<file path="src/rtl/mbist_pkg.sv">
// Shared types and default geometry for the MBIST address sequencer.
package mbist_pkg;

  localparam int ADDR_W_DEF = 10;
  localparam int COL_W_DEF  = 4;

  typedef enum logic [1:0] {
    ST_IDLE = 2'd0,
    ST_RUN  = 2'd1,
    ST_DONE = 2'd2
  } state_t;

endpackage

</file>
<file path="src/rtl/mbist_addr_step.sv">
// Combinational step: from the current address and latched sweep configuration,
// produce the next address in sweep order and flag whether addr is the final one.
module mbist_addr_step
  import mbist_pkg::*;
#(
  parameter int ADDR_W = ADDR_W_DEF,
  parameter int COL_W  = COL_W_DEF
) (
  input  logic [ADDR_W-1:0] addr,
  input  logic              up,
  input  logic              col_major,
  input  logic [ADDR_W-1:0] lo_addr,
  input  logic [ADDR_W-1:0] hi_addr,
  output logic [ADDR_W-1:0] next_addr,
  output logic              is_final
);

  localparam int ROW_W = ADDR_W - COL_W;

  logic [ROW_W-1:0]  row;
  logic [ROW_W-1:0]  row_step;
  logic [COL_W-1:0]  col;
  logic [COL_W-1:0]  col_step;
  logic              row_wrap;
  logic [ADDR_W-1:0] final_addr;

  always_comb begin
    row      = addr[ADDR_W-1:COL_W];
    col      = addr[COL_W-1:0];
    row_step = up ? row + 1'b1 : row - 1'b1;
    col_step = up ? col + 1'b1 : col - 1'b1;
    row_wrap = up ? (&row) : ~(|row);

    if (col_major) begin
      // Row is the fast field; on its wrap the column moves and the row restarts.
      if (row_wrap) begin
        next_addr = {(up ? {ROW_W{1'b0}} : {ROW_W{1'b1}}), col_step};
      end else begin
        next_addr = {row_step, col};
      end
      final_addr = up ? {ADDR_W{1'b1}} : {ADDR_W{1'b0}};
    end else begin
      next_addr  = up ? addr + 1'b1 : addr - 1'b1;
      final_addr = up ? hi_addr : lo_addr;
    end

    is_final = (addr == final_addr);
  end

endmodule

</file>
<file path="src/rtl/mbist_addr_gen.sv">
// MBIST address sequencer: sweeps a bounded window (row-major) or the full space
// (column-major), up or down, under start/advance/abort from the March controller.
module mbist_addr_gen
  import mbist_pkg::*;
#(
  parameter int ADDR_W = ADDR_W_DEF,
  parameter int COL_W  = COL_W_DEF
) (
  input  logic              clk,
  input  logic              rst,
  input  logic              start,
  input  logic              up,
  input  logic              col_major,
  input  logic [ADDR_W-1:0] lo_addr,
  input  logic [ADDR_W-1:0] hi_addr,
  input  logic              advance,
  input  logic              abort,
  output logic [ADDR_W-1:0] addr,
  output logic              busy,
  output logic              last,
  output logic              done,
  output logic              err
);

  state_t            state_reg, state_next;
  logic [ADDR_W-1:0] addr_reg, addr_next;
  logic              err_reg, err_next;
  logic              up_reg, up_next;
  logic              cm_reg, cm_next;
  logic [ADDR_W-1:0] lo_reg, lo_next;
  logic [ADDR_W-1:0] hi_reg, hi_next;

  logic [ADDR_W-1:0] step_addr;
  logic              step_final;
  logic [ADDR_W-1:0] first_addr;

  mbist_addr_step #(
    .ADDR_W (ADDR_W),
    .COL_W  (COL_W)
  ) u_step (
    .addr      (addr_reg),
    .up        (up_reg),
    .col_major (cm_reg),
    .lo_addr   (lo_reg),
    .hi_addr   (hi_reg),
    .next_addr (step_addr),
    .is_final  (step_final)
  );

  always_ff @(posedge clk) begin
    if (rst) begin
      state_reg <= ST_IDLE;
      addr_reg  <= '0;
      err_reg   <= 1'b0;
      up_reg    <= 1'b0;
      cm_reg    <= 1'b0;
      lo_reg    <= '0;
      hi_reg    <= '0;
    end else begin
      state_reg <= state_next;
      addr_reg  <= addr_next;
      err_reg   <= err_next;
      up_reg    <= up_next;
      cm_reg    <= cm_next;
      lo_reg    <= lo_next;
      hi_reg    <= hi_next;
    end
  end

  // First address comes from the live inputs because it is loaded on the start edge.
  always_comb begin
    if (col_major) begin
      first_addr = up ? {ADDR_W{1'b0}} : {ADDR_W{1'b1}};
    end else begin
      first_addr = up ? lo_addr : hi_addr;
    end
  end

  always_comb begin
    state_next = state_reg;
    addr_next  = addr_reg;
    err_next   = err_reg;
    up_next    = up_reg;
    cm_next    = cm_reg;
    lo_next    = lo_reg;
    hi_next    = hi_reg;

    case (state_reg)
      ST_IDLE: begin
        if (start) begin
          up_next = up;
          cm_next = col_major;
          lo_next = lo_addr;
          hi_next = hi_addr;
          if (lo_addr > hi_addr) begin
            err_next   = 1'b1;
            state_next = ST_DONE;
          end else begin
            err_next   = 1'b0;
            addr_next  = first_addr;
            state_next = ST_RUN;
          end
        end
      end
      ST_RUN: begin
        if (abort) begin
          state_next = ST_IDLE;
        end else if (advance) begin
          if (step_final) begin
            state_next = ST_DONE;
          end else begin
            addr_next = step_addr;
          end
        end
      end
      ST_DONE: begin
        state_next = ST_IDLE;
      end
      default: begin
        state_next = ST_IDLE;
      end
    endcase
  end

  assign addr = addr_reg;
  assign busy = (state_reg == ST_RUN);
  assign last = (state_reg == ST_RUN) && step_final;
  assign done = (state_reg == ST_DONE);
  assign err  = err_reg;

endmodule

</file>
<file path="config.mk">
export PLATFORM = sky130hd
export DESIGN_NAME = mbist_addr_gen
export DESIGN_NICKNAME = d
export VERILOG_FILES = /design/src/rtl/mbist_pkg.sv /design/src/rtl/mbist_addr_step.sv /design/src/rtl/mbist_addr_gen.sv
export SDC_FILE = /design/constraint.sdc
export NUM_CORES = 1
export LEC_CHECK = 0
export CAP_MARGIN = 40
export CORE_ASPECT_RATIO = 0.8
export CORE_MARGIN = 8
export CORE_UTILIZATION = 45
export CTS_CLUSTER_DIAMETER = 150
export CTS_CLUSTER_SIZE = 12
export DETAILED_ROUTE_END_ITERATION = 10
export PLACE_DENSITY = 0.68
export SLEW_MARGIN = 10
export SYNTH_ARGS = -nofsm -noshare
export SYNTH_HDL_FRONTEND = slang
export SYNTH_SLANG_ARGS = --single-unit
</file>
<file path="constraint.sdc">
create_clock -name clk -period 3.5 [get_ports clk]
set_clock_uncertainty 0.1 [all_clocks]
set_input_delay 0.7 -clock clk [delete_from_list [all_inputs] [get_ports clk]]
set_output_delay 0.7 -clock clk [all_outputs]
set_load 0.02 [all_outputs]
</file>
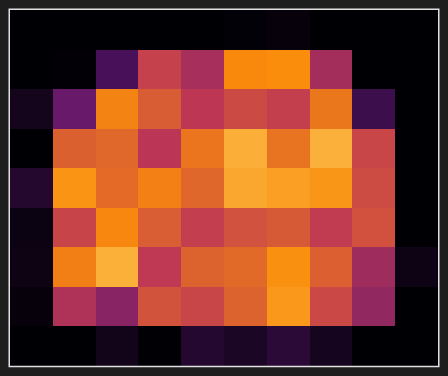
(images/density.png)
10 x 9 tiles, from black (low) to pale yellow (high), 0 to 100% covered.
mean over tiles: 37%
tiles over 75% full: 11%
densest ninth of the die: centre
nearly empty tiles: 29%
fullest tile: 83%

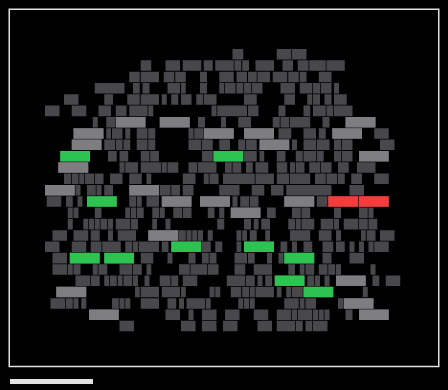
(images/registers.png)
The bar under the picture is 20 µm long.
legend:
  `hi_reg`:
    colour: green
    placed_flops: 10
  `state_reg`:
    colour: red
    placed_flops: 2

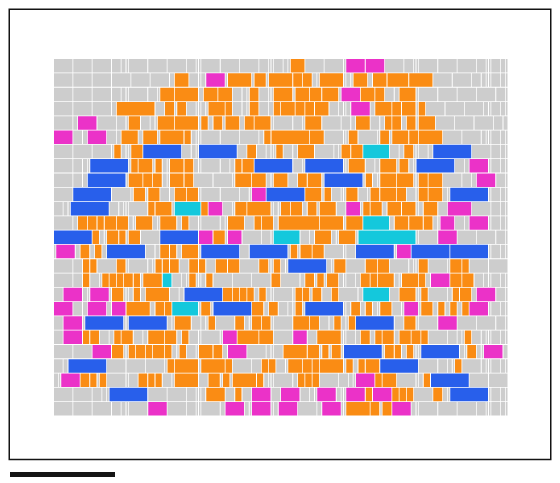
(images/cell_classes.png)
The bar under the picture is 20 µm long. Fill, decap, tap and diode cells in grey.
legend:
  clock drivers and dummy loads:
    colour: cyan
    cells: 8
    share_of_their_area: 3.7%
  flip-flops:
    colour: blue
    cells: 35
    share_of_their_area: 22%
  other buffers and delay cells:
    colour: magenta
    cells: 51
    share_of_their_area: 15%
  all other logic:
    colour: orange
    cells: 309
    share_of_their_area: 60%
Core ar.: 5880 µm²
Seq area share: 21.1%
Cell Rows: 25

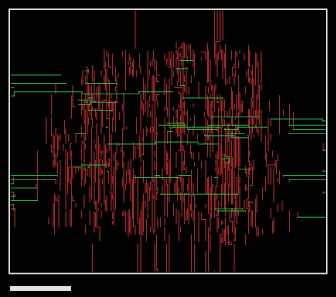
(images/metal_stack.png)
The bar under the picture is 20 µm long. Two of the layers only.
legend:
  met3:
    colour: green
    wire_length: 521 µm
  met2:
    colour: red
    wire_length: 3470 µm
Routed WL: 7810 µm
Wirelength per Cell: 16.1 µm
GRT Resource Usage Total: 18.4%

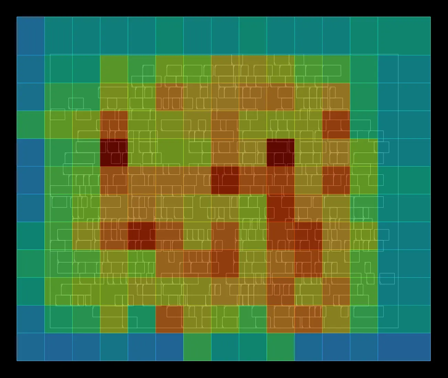
(images/final_congestion.png)
GR peak layer: met2
routing usage on met3: 4.09%
GRT met2 Usage: 27.6%

==> metrics.csv <==
stage,metric,value,unit
final_timing,worst_slack,0.402,ns
pwr,max-vdd-ir-drop,213,µV
setup_path,r2r_cells,9,
yosys,synth_area,2710,µm²
final_timing,report.final.slew_viol_count,0,
final_timing,period_minus_slack,3.10,ns
setup_path,worst_setup_path_end_kind,primary output,
cts,cts_sinks,35,
pwr,power_leader,combinational cells,
cells_and_area,area_growth,22.5,%
yosys,synth-cells-yosys,367,
setup_path,worst_path_max_delay_cell,nand2b_1,
setup_path,worst-path-buf-inv,1,
setup_path,cp.depth,6,
cts,cts-root-buf,clkbuf_8,
routing,drt-initial-drc-count,170,
cells_and_area,clock_area_share,3.54,%
cells_and_area,dominant_cells,logic gates,
floorplan,ioPinCount,41,
min_path,hp-start,lo_reg[3],
yosys,top_cells_by_count,"nand2_1 (59), a21oi_1 (43), dfxtp_1 (35)",
pwr,switching_power,552,µW
outcome,status,"finished, final reports clean",
cells_and_area,comb_cells,288,
cells_and_area,buffers,51,
floorplan,n_tap_cell,81,
setup_path,timing.critical_path.from,cm_reg,
cts,cts_setup_buffers,0,
grt,gr-total-overflow,0,
cts,cts_hold_buf,0,
final_timing,maxSlewHeadroom,47.3,%
pwr,p_comb,637,µW
yosys,synth_cells,367,
run,tool_warnings,26,
cts,clockBufferDepth,2,
yosys,top_area_share,25.8,%
cells_and_area,final_nets,449,
cells_and_area,numSequentialCells,35,
cells_and_area,diodes,0,
cells_and_area,layout.cells.non_filler,484,
final_timing,max_freq,323,MHz
grt,antenna_found_initial,0,
cts,clkTransAtPathRegs,0.07,ns
setup_path,cp_cell_sequence,nand2b_1 > o22ai_1 > xor2_1 > nand4_2 > nor4_4 > dlymetal6s2s_1,
yosys,synth.distinct_cells,52,
pwr,clock_power_share,25.8,%
yosys,ys.flop_type,dfxtp_1,
grt,grt_pass1_vias,2660,
setup_path,worstPathMaxFanout,10,
yosys,most_common_cell,nand2_1,
routing,vias,2833,
yosys,yosysChipArea,2710,µm²
placed_design,place_ws,0.232,ns
final_timing,hold_ws,0.354,ns
setup_path,crit_family,simple AND/OR/NAND/NOR gates,
final_timing,fin_crit_sh,88.5,%
cts,cts_tree,yes,
yosys,top_area_cell,dfxtp_1,
placed_design,io_buffers,40,
pwr,combPwrFrac,42.5,%
yosys,synthArstFlopShare,0,%
final_timing,setup_violations,0,
cts,cts_buffers,5,
setup_path,worstSetupStartpointType,flop,
cts,clk_latency,0.29,ns
routing,first_pass_iters,5,
setup_path,r2r_start,up_reg,
cells_and_area,regArea,701,µm²
cells_and_area,finalInstanceArea,3320,µm²
cells_and_area,signal_buffer_area_fraction,14.6,%
yosys,synth.avg_cell_area,7.39,µm²
placed_design,dp_hpwl,5920,µm
routing,drc,0,
setup_path,critPathRequiredTime,2.70,ns
grt,grt_max_degree,28,
setup_path,rr_endpoint,addr[9],
pwr,swShare,36.8,%
cells_and_area,final_util,56.5,%
yosys,ys_seq_share,25.8,%
cells_and_area,logic_area,1840,µm²
floorplan,die_x,103,µm
placed_design,dp.cells,476,
pwr,p_total,1.50,mW
setup_path,crit_type,reg -> out,
yosys,ys_ff,35,
cells_and_area,drive_gt1_share,6.45,%
cells_and_area,final.fill_count,588,
routing,via_per_inst,5.85,
floorplan,die-height,85.4,µm
cts,h-tree-depth,2,
placed_design,place_congestion,0.917,
setup_path,cp-endpoint,last,
pwr,internal-power,947,µW
pwr,p_leak,1.35,nW
grt,grt_pass1_wl,13000,µm
pwr,pg_seq,475,µW
-- placed cells by master (no fill, tap or decap), types with 2 or more instances in the layout --
cell type / n
a211o_1: 3
o21a_1: 5
inv_1: 21
fa_1: 2
o21bai_1: 3
o22ai_1: 13
dfxtp_1: 35
nand2_1: 59
nor4_1: 2
a21o_1: 4
o221a_2: 2
a21oi_1: 43
nor3_1: 5
ha_1: 18
o31ai_1: 7
buf_4: 11
clkdlybuf4s50_1: 39
a211oi_1: 6
or3_1: 2
xnor2_1: 9
o211ai_1: 5
o21ai_0: 20
a2bb2oi_1: 3
a31oi_1: 4
or2_1: 2
xor2_1: 11
nor2_1: 18
nand4_1: 4
clkbuf_8: 6
o21ai_1: 2
nor2b_1: 13
nand2b_1: 2
or4_1: 3
-- cell families (layout without fill, tap and decap cells) --
group | after synthesis | count (layout) | share of synthesized area (%)
buffers and inverters | 44 | 80 | 6.41
AND-OR/OR-AND | 130 | 130 | 30.2
adder cells (fa/ha/maj) | 20 | 20 | 9.78
AND/OR/NAND/NOR | 117 | 117 | 20.9
XOR/XNOR | 20 | 20 | 6.46
flip-flops | 35 | 35 | 25.8
multiplexers | 1 | 1 | 0.369
-- how the worst min path moves through the flow --
stage	to	depth (start not counted)
4_1_cts	lo_reg[9]	2
3_3_place_gp	lo_reg[9]	2
3_5_place_dp	lo_reg[9]	2
6_report	lo_reg[3]	2
5_1_grt	hi_reg[3]	2
2_1_floorplan	lo_reg[0]	2
-- layer usage --
metal	up-vias	global-route usage [%]	wire [µm]
li1	1386	-	-
met1	1339	25.7	3720
met2	96	27.6	3470
met3	12	4.09	520
met4	0	4.33	93
met5	-	0	0
Power is estimated from default activity; no workload was simulated.
